--- config.mk ---
export PLATFORM = sky130hd
export DESIGN_NAME = exe_mem_stage_reg_flat
export DESIGN_NICKNAME = d
export VERILOG_FILES = /design/src/rtl/exe_mem_stage_reg_if.sv /design/src/rtl/exe_mem_stage_reg.sv /design/src/flat_wrapper.sv
export SDC_FILE = /design/constraint.sdc
export NUM_CORES = 1
export LEC_CHECK = 0
export CORE_ASPECT_RATIO = 0.9
export CORE_MARGIN = 2
export CORE_UTILIZATION = 42
export CTS_CLUSTER_DIAMETER = 30
export CTS_CLUSTER_SIZE = 20
export DETAILED_ROUTE_END_ITERATION = 12
export GPL_TIMING_DRIVEN = 0
export PLACE_DENSITY = 0.85
export SLEW_MARGIN = 10
export SYNTH_ARGS = -nofsm -noshare
export SYNTH_HDL_FRONTEND = slang
export SYNTH_SLANG_ARGS = --single-unit
--- constraint.sdc ---
create_clock -name clk -period 2.61 [get_ports clk]
set_clock_uncertainty 0.2 [all_clocks]
set_input_delay 0.3915 -clock clk [delete_from_list [all_inputs] [get_ports clk]]
set_output_delay 0.3915 -clock clk [all_outputs]
set_load 0.05 [all_outputs]
--- src/rtl/exe_mem_stage_reg_if.sv ---
// EXE->MEM boundary bundle: EXE-side capture inputs, MEM-side registered
// outputs, and the NZCV status taps fed back to the ALU and ID stage.
interface exe_mem_stage_reg_if #(
  parameter int unsigned DATA_W     = 32,
  parameter int unsigned REG_ADDR_W = 4
);
  // pipeline control
  logic                  freeze;
  logic                  flush;
  // EXE-stage side
  logic                  exe_valid;
  logic                  exe_s;
  logic                  exe_wb_en;
  logic                  exe_mem_r_en;
  logic                  exe_mem_w_en;
  logic [REG_ADDR_W-1:0] exe_dest;
  logic [DATA_W-1:0]     exe_alu_res;
  logic [DATA_W-1:0]     exe_val_rm;
  logic                  alu_n;
  logic                  alu_z;
  logic                  alu_c;
  logic                  alu_v;
  // MEM-stage side
  logic                  mem_valid;
  logic                  mem_wb_en;
  logic                  mem_mem_r_en;
  logic                  mem_mem_w_en;
  logic [REG_ADDR_W-1:0] mem_dest;
  logic [DATA_W-1:0]     mem_alu_res;
  logic [DATA_W-1:0]     mem_val_rm;
  // status feedback
  logic [3:0]            status;
  logic                  c_to_alu;

  // Upstream/environment view: drives EXE signals, observes MEM outputs
  modport master (
    output freeze, flush,
    output exe_valid, exe_s, exe_wb_en, exe_mem_r_en, exe_mem_w_en,
    output exe_dest, exe_alu_res, exe_val_rm,
    output alu_n, alu_z, alu_c, alu_v,
    input  mem_valid, mem_wb_en, mem_mem_r_en, mem_mem_w_en,
    input  mem_dest, mem_alu_res, mem_val_rm,
    input  status, c_to_alu
  );

  // Stage-register view
  modport slave (
    input  freeze, flush,
    input  exe_valid, exe_s, exe_wb_en, exe_mem_r_en, exe_mem_w_en,
    input  exe_dest, exe_alu_res, exe_val_rm,
    input  alu_n, alu_z, alu_c, alu_v,
    output mem_valid, mem_wb_en, mem_mem_r_en, mem_mem_w_en,
    output mem_dest, mem_alu_res, mem_val_rm,
    output status, c_to_alu
  );
endinterface

--- src/rtl/exe_mem_stage_reg.sv ---
// EXE->MEM pipeline register with the NZCV status register.
// freeze holds everything; flush squashes valid/controls and blocks the
// status commit; bubbles (exe_valid=0) never carry live controls.
module exe_mem_stage_reg #(
  parameter int unsigned DATA_W     = 32,
  parameter int unsigned REG_ADDR_W = 4
) (
  input  logic                  clk,
  input  logic                  rst_n,
  exe_mem_stage_reg_if.slave    bus
);

  logic                  r_valid;
  logic                  r_wb_en;
  logic                  r_mem_r_en;
  logic                  r_mem_w_en;
  logic [REG_ADDR_W-1:0] r_dest;
  logic [DATA_W-1:0]     r_alu_res;
  logic [DATA_W-1:0]     r_val_rm;
  logic [3:0]            r_status;

  logic                  w_live;
  logic                  w_commit;
  logic [3:0]            w_flags;

  // Live instruction = real and not squashed; only it may carry controls or set flags
  always_comb begin
    w_live   = bus.exe_valid & ~bus.flush;
    w_commit = w_live & bus.exe_s;
    w_flags  = {bus.alu_n, bus.alu_z, bus.alu_c, bus.alu_v};
  end

  // Pipeline register: async clear, freeze holds, flush/bubble zero the controls
  always_ff @(posedge clk or negedge rst_n) begin
    if (!rst_n) begin
      r_valid    <= 1'b0;
      r_wb_en    <= 1'b0;
      r_mem_r_en <= 1'b0;
      r_mem_w_en <= 1'b0;
      r_dest     <= '0;
      r_alu_res  <= '0;
      r_val_rm   <= '0;
    end else if (!bus.freeze) begin
      r_valid    <= w_live;
      r_wb_en    <= w_live & bus.exe_wb_en;
      r_mem_r_en <= w_live & bus.exe_mem_r_en;
      r_mem_w_en <= w_live & bus.exe_mem_w_en;
      r_dest     <= bus.exe_dest;
      r_alu_res  <= bus.exe_alu_res;
      r_val_rm   <= bus.exe_val_rm;
    end
  end

  // Status register: commit NZCV only for live S-suffixed instructions
  always_ff @(posedge clk or negedge rst_n) begin
    if (!rst_n) begin
      r_status <= '0;
    end else if (!bus.freeze && w_commit) begin
      r_status <= w_flags;
    end
  end

  // Outputs are straight register taps; carry-in is registered only (no bypass)
  always_comb begin
    bus.mem_valid    = r_valid;
    bus.mem_wb_en    = r_wb_en;
    bus.mem_mem_r_en = r_mem_r_en;
    bus.mem_mem_w_en = r_mem_w_en;
    bus.mem_dest     = r_dest;
    bus.mem_alu_res  = r_alu_res;
    bus.mem_val_rm   = r_val_rm;
    bus.status       = r_status;
    bus.c_to_alu     = r_status[1];
  end

endmodule

--- src/flat_wrapper.sv ---
// flat-port wrapper written by rule: the top's interface ports become plain ports
module exe_mem_stage_reg_flat 
#(
  parameter int unsigned DATA_W     = 32,
  parameter int unsigned REG_ADDR_W = 4
)
  (clk, rst_n, bus_freeze, bus_flush, bus_exe_valid, bus_exe_s, bus_exe_wb_en, bus_exe_mem_r_en, bus_exe_mem_w_en, bus_exe_dest, bus_exe_alu_res, bus_exe_val_rm, bus_alu_n, bus_alu_z, bus_alu_c, bus_alu_v, bus_mem_valid, bus_mem_wb_en, bus_mem_mem_r_en, bus_mem_mem_w_en, bus_mem_dest, bus_mem_alu_res, bus_mem_val_rm, bus_status, bus_c_to_alu);
  exe_mem_stage_reg_if #(.DATA_W(DATA_W), .REG_ADDR_W(REG_ADDR_W)) bus_i ();
  input  logic clk;
  input  logic rst_n;
  input wire logic [$bits(bus_i.freeze)-1:0] bus_freeze;
  input wire logic [$bits(bus_i.flush)-1:0] bus_flush;
  input wire logic [$bits(bus_i.exe_valid)-1:0] bus_exe_valid;
  input wire logic [$bits(bus_i.exe_s)-1:0] bus_exe_s;
  input wire logic [$bits(bus_i.exe_wb_en)-1:0] bus_exe_wb_en;
  input wire logic [$bits(bus_i.exe_mem_r_en)-1:0] bus_exe_mem_r_en;
  input wire logic [$bits(bus_i.exe_mem_w_en)-1:0] bus_exe_mem_w_en;
  input wire logic [$bits(bus_i.exe_dest)-1:0] bus_exe_dest;
  input wire logic [$bits(bus_i.exe_alu_res)-1:0] bus_exe_alu_res;
  input wire logic [$bits(bus_i.exe_val_rm)-1:0] bus_exe_val_rm;
  input wire logic [$bits(bus_i.alu_n)-1:0] bus_alu_n;
  input wire logic [$bits(bus_i.alu_z)-1:0] bus_alu_z;
  input wire logic [$bits(bus_i.alu_c)-1:0] bus_alu_c;
  input wire logic [$bits(bus_i.alu_v)-1:0] bus_alu_v;
  output wire logic [$bits(bus_i.mem_valid)-1:0] bus_mem_valid;
  output wire logic [$bits(bus_i.mem_wb_en)-1:0] bus_mem_wb_en;
  output wire logic [$bits(bus_i.mem_mem_r_en)-1:0] bus_mem_mem_r_en;
  output wire logic [$bits(bus_i.mem_mem_w_en)-1:0] bus_mem_mem_w_en;
  output wire logic [$bits(bus_i.mem_dest)-1:0] bus_mem_dest;
  output wire logic [$bits(bus_i.mem_alu_res)-1:0] bus_mem_alu_res;
  output wire logic [$bits(bus_i.mem_val_rm)-1:0] bus_mem_val_rm;
  output wire logic [$bits(bus_i.status)-1:0] bus_status;
  output wire logic [$bits(bus_i.c_to_alu)-1:0] bus_c_to_alu;
  assign bus_i.freeze = bus_freeze;
  assign bus_i.flush = bus_flush;
  assign bus_i.exe_valid = bus_exe_valid;
  assign bus_i.exe_s = bus_exe_s;
  assign bus_i.exe_wb_en = bus_exe_wb_en;
  assign bus_i.exe_mem_r_en = bus_exe_mem_r_en;
  assign bus_i.exe_mem_w_en = bus_exe_mem_w_en;
  assign bus_i.exe_dest = bus_exe_dest;
  assign bus_i.exe_alu_res = bus_exe_alu_res;
  assign bus_i.exe_val_rm = bus_exe_val_rm;
  assign bus_i.alu_n = bus_alu_n;
  assign bus_i.alu_z = bus_alu_z;
  assign bus_i.alu_c = bus_alu_c;
  assign bus_i.alu_v = bus_alu_v;
  assign bus_mem_valid = bus_i.mem_valid;
  assign bus_mem_wb_en = bus_i.mem_wb_en;
  assign bus_mem_mem_r_en = bus_i.mem_mem_r_en;
  assign bus_mem_mem_w_en = bus_i.mem_mem_w_en;
  assign bus_mem_dest = bus_i.mem_dest;
  assign bus_mem_alu_res = bus_i.mem_alu_res;
  assign bus_mem_val_rm = bus_i.mem_val_rm;
  assign bus_status = bus_i.status;
  assign bus_c_to_alu = bus_i.c_to_alu;
  exe_mem_stage_reg #(.DATA_W(DATA_W), .REG_ADDR_W(REG_ADDR_W)) u_core (.clk(clk), .rst_n(rst_n), .bus(bus_i));
endmodule
Signal wires on met3:
The bar under the picture is 20 um long.
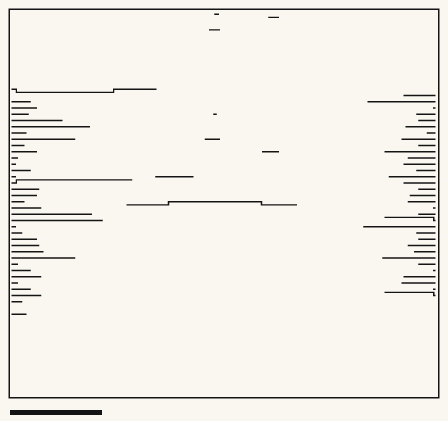
The layer carries 500 um of wire. 72 nets have wire on it. The longest straight run is 25.1 um. The wires run mostly horizontal.
Vias: 2,012
Routed WL: 6930 um
global routing usage on met3: 5.12%

Cell placement:
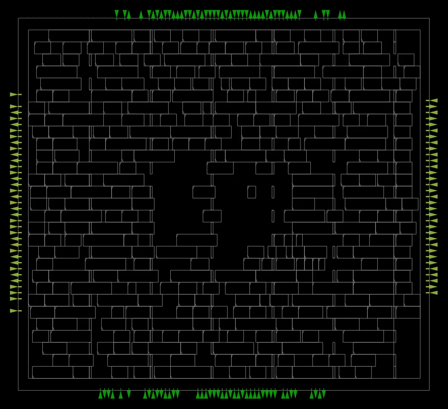
Core Util, Final: 69.9%
Cell Count, Final, Fillers Out: 438
# fillers: 500

Cells by drive strength:
The bar under the picture is 20 um long.
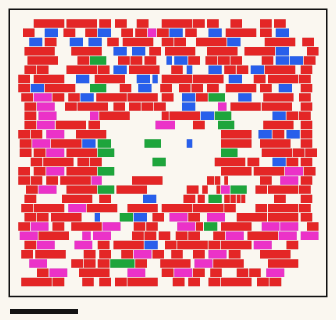
Key: _0 and _1 cells = red [cells 244, share 71%]; _6 and larger = green [cells 17, share 4.9%]; _2 cells = blue [cells 42, share 12%]; _3 and _4 cells = magenta [cells 42, share 12%]
Post-Layout Inst Area: 4900 um2
Non-clk bufs: 168
PnR worst setup slack: 0.399 ns

==> flow_summary.yaml <==
# flow metrics
synthesis:
  synth_seq_share_pct: 63.3
  top_cell: "dfrtp_1"
  edf_count: 0
  yosys_warnings: 0
  syn_avg_cell_area_um2: 17.6
  ys.flops: 76
  yosys-stat-area_um2: 3000
  async_reset_ff_share_pct: 100
  top_area_share_pct: 63.3
place:
  place_area_um2: 4700
  io_buffers: 156
sta:
  tns_ns: 0
pwr:
  p_clk_share_pct: 25.2
  internal_power_mw: 2.16
  p_leak_nw: 2.11
  total_switching_power_mw: 1.11
  powerDensity_nw_per_um2: 669
setup_path:
  startpoint_type: "flop"
  cp_max_fo: 3
min_path:
  hold_path.class: "reg2reg"
cells_and_area:
  seq_area_um2: 1900
  syn_to_final_growth_pct: 63.0
run:
  drv_cap: 0
  warnings: 26
floorplanning:
  die_h_um: 84.2
clocking:
  clk_path_buf_depth: 2
  clk_latency_ns: 0.32
  cts-root-buf: "clkbuf_8"
drt:
  wl_per_cell_um: 15.8
  met2_length_um: 3700
outcome:
  status: "complete, no violations"
[state kept, by name (all words and copies together) (netlist names)]
signal	flops
u_core.bus.status	4
u_core.bus.mem_valid	1
u_core.bus.mem_mem_r_en	1
u_core.bus.mem_dest	4
u_core.bus.mem_mem_w_en	1
u_core.bus.mem_alu_res	32
u_core.bus.mem_wb_en	1
u_core.bus.mem_val_rm	32
[what timing repair did]
action | CTS | global route
setup endpoints to repair | 0 | 0
hold buffers | 1 | 0
hold endpoints to repair | 37 | 0
[critical path: stages, from the launching register on]
cell             delay, ns
dfrtp_1               0.38
buf_4                 0.12
clkdlybuf4s50_1       0.79
[layer usage]
layer  global-route usage [%]  vias up
li1                         -      931
met1                     21.7      996
met2                     31.6       77
met3                     5.12        8
met4                     6.02        0
met5                        0        -
[kinds of logic after synthesis]
family	Yosys count	share of synthesized area, %
flip-flops	76	63.3
multiplexers	72	31.4
buffers and inverters	10	2.79
AND/OR/NAND/NOR	9	1.87
AND-OR/OR-AND	4	0.666
[power groups by stage]
stage,combinational (mW),sequential [mW],clock [mW]
floorplan,0.208,1.82,0
global placement,1.07,1.38,0
detailed placement,1.09,1.39,0
CTS,1.09,1.37,0.853
global route,1.12,1.38,0.910
finish,1.08,1.37,0.824
[through the flow]
stage / instances / setup slack [ns]
floorplan: 171 / 1.12
global placement: 420 / -1.57
detailed placement: 421 / 0.747
CTS: 438 / 0.386
global route: 438 / 0.341
finish: 438 / 0.399
[cell usage in the layout (no fill, tap or decap)]
cell             instances
dfrtp_1                 76
mux2_2                  37
dlygate4sd3_1            1
clkbuf_8                11
clkinv_4                 1
nand2b_1                 4
buf_2                    3
buf_6                    5
buf_4                    2
mux2_4                  35
clkdlybuf4s50_1        155
buf_12                   1
clkinv_2                 1
clkbuf_2                 1
clkinvlp_4               3
o21ai_0                  4
and4bb_4                 1
nand2_1                  4
[final timing paths]
check	from	endpoint	slack, ns	cells past startpoint
setup reg to reg	u_core.bus.mem_val_rm[9]	u_core.bus.mem_val_rm[9]	1.63	1
min in group asynchronous	rst_n	u_core.bus.mem_alu_res[25]	0.38	2
setup / recovery	u_core.bus.status[1]	bus_status[1]	0.40	2
max in group asynchronous	rst_n	u_core.bus.mem_valid	1.26	3
hold reg to reg	u_core.bus.mem_wb_en	u_core.bus.mem_wb_en	0.29	2
hold / removal	u_core.bus.mem_wb_en	u_core.bus.mem_wb_en	0.29	2
[cell type report]
class / instances / area share, %
clock buffers: 11 / 3.09
clock inverters: 5 / 0.741
multi-input cells: 85 / 20.8
plain buffers: 10 / 1.71
repair buffers: 158 / 32.4
flip-flops and latches: 76 / 38.8
well taps: 93 / 2.38
Power figures rest on the tool's default switching activity, not on a simulated workload.
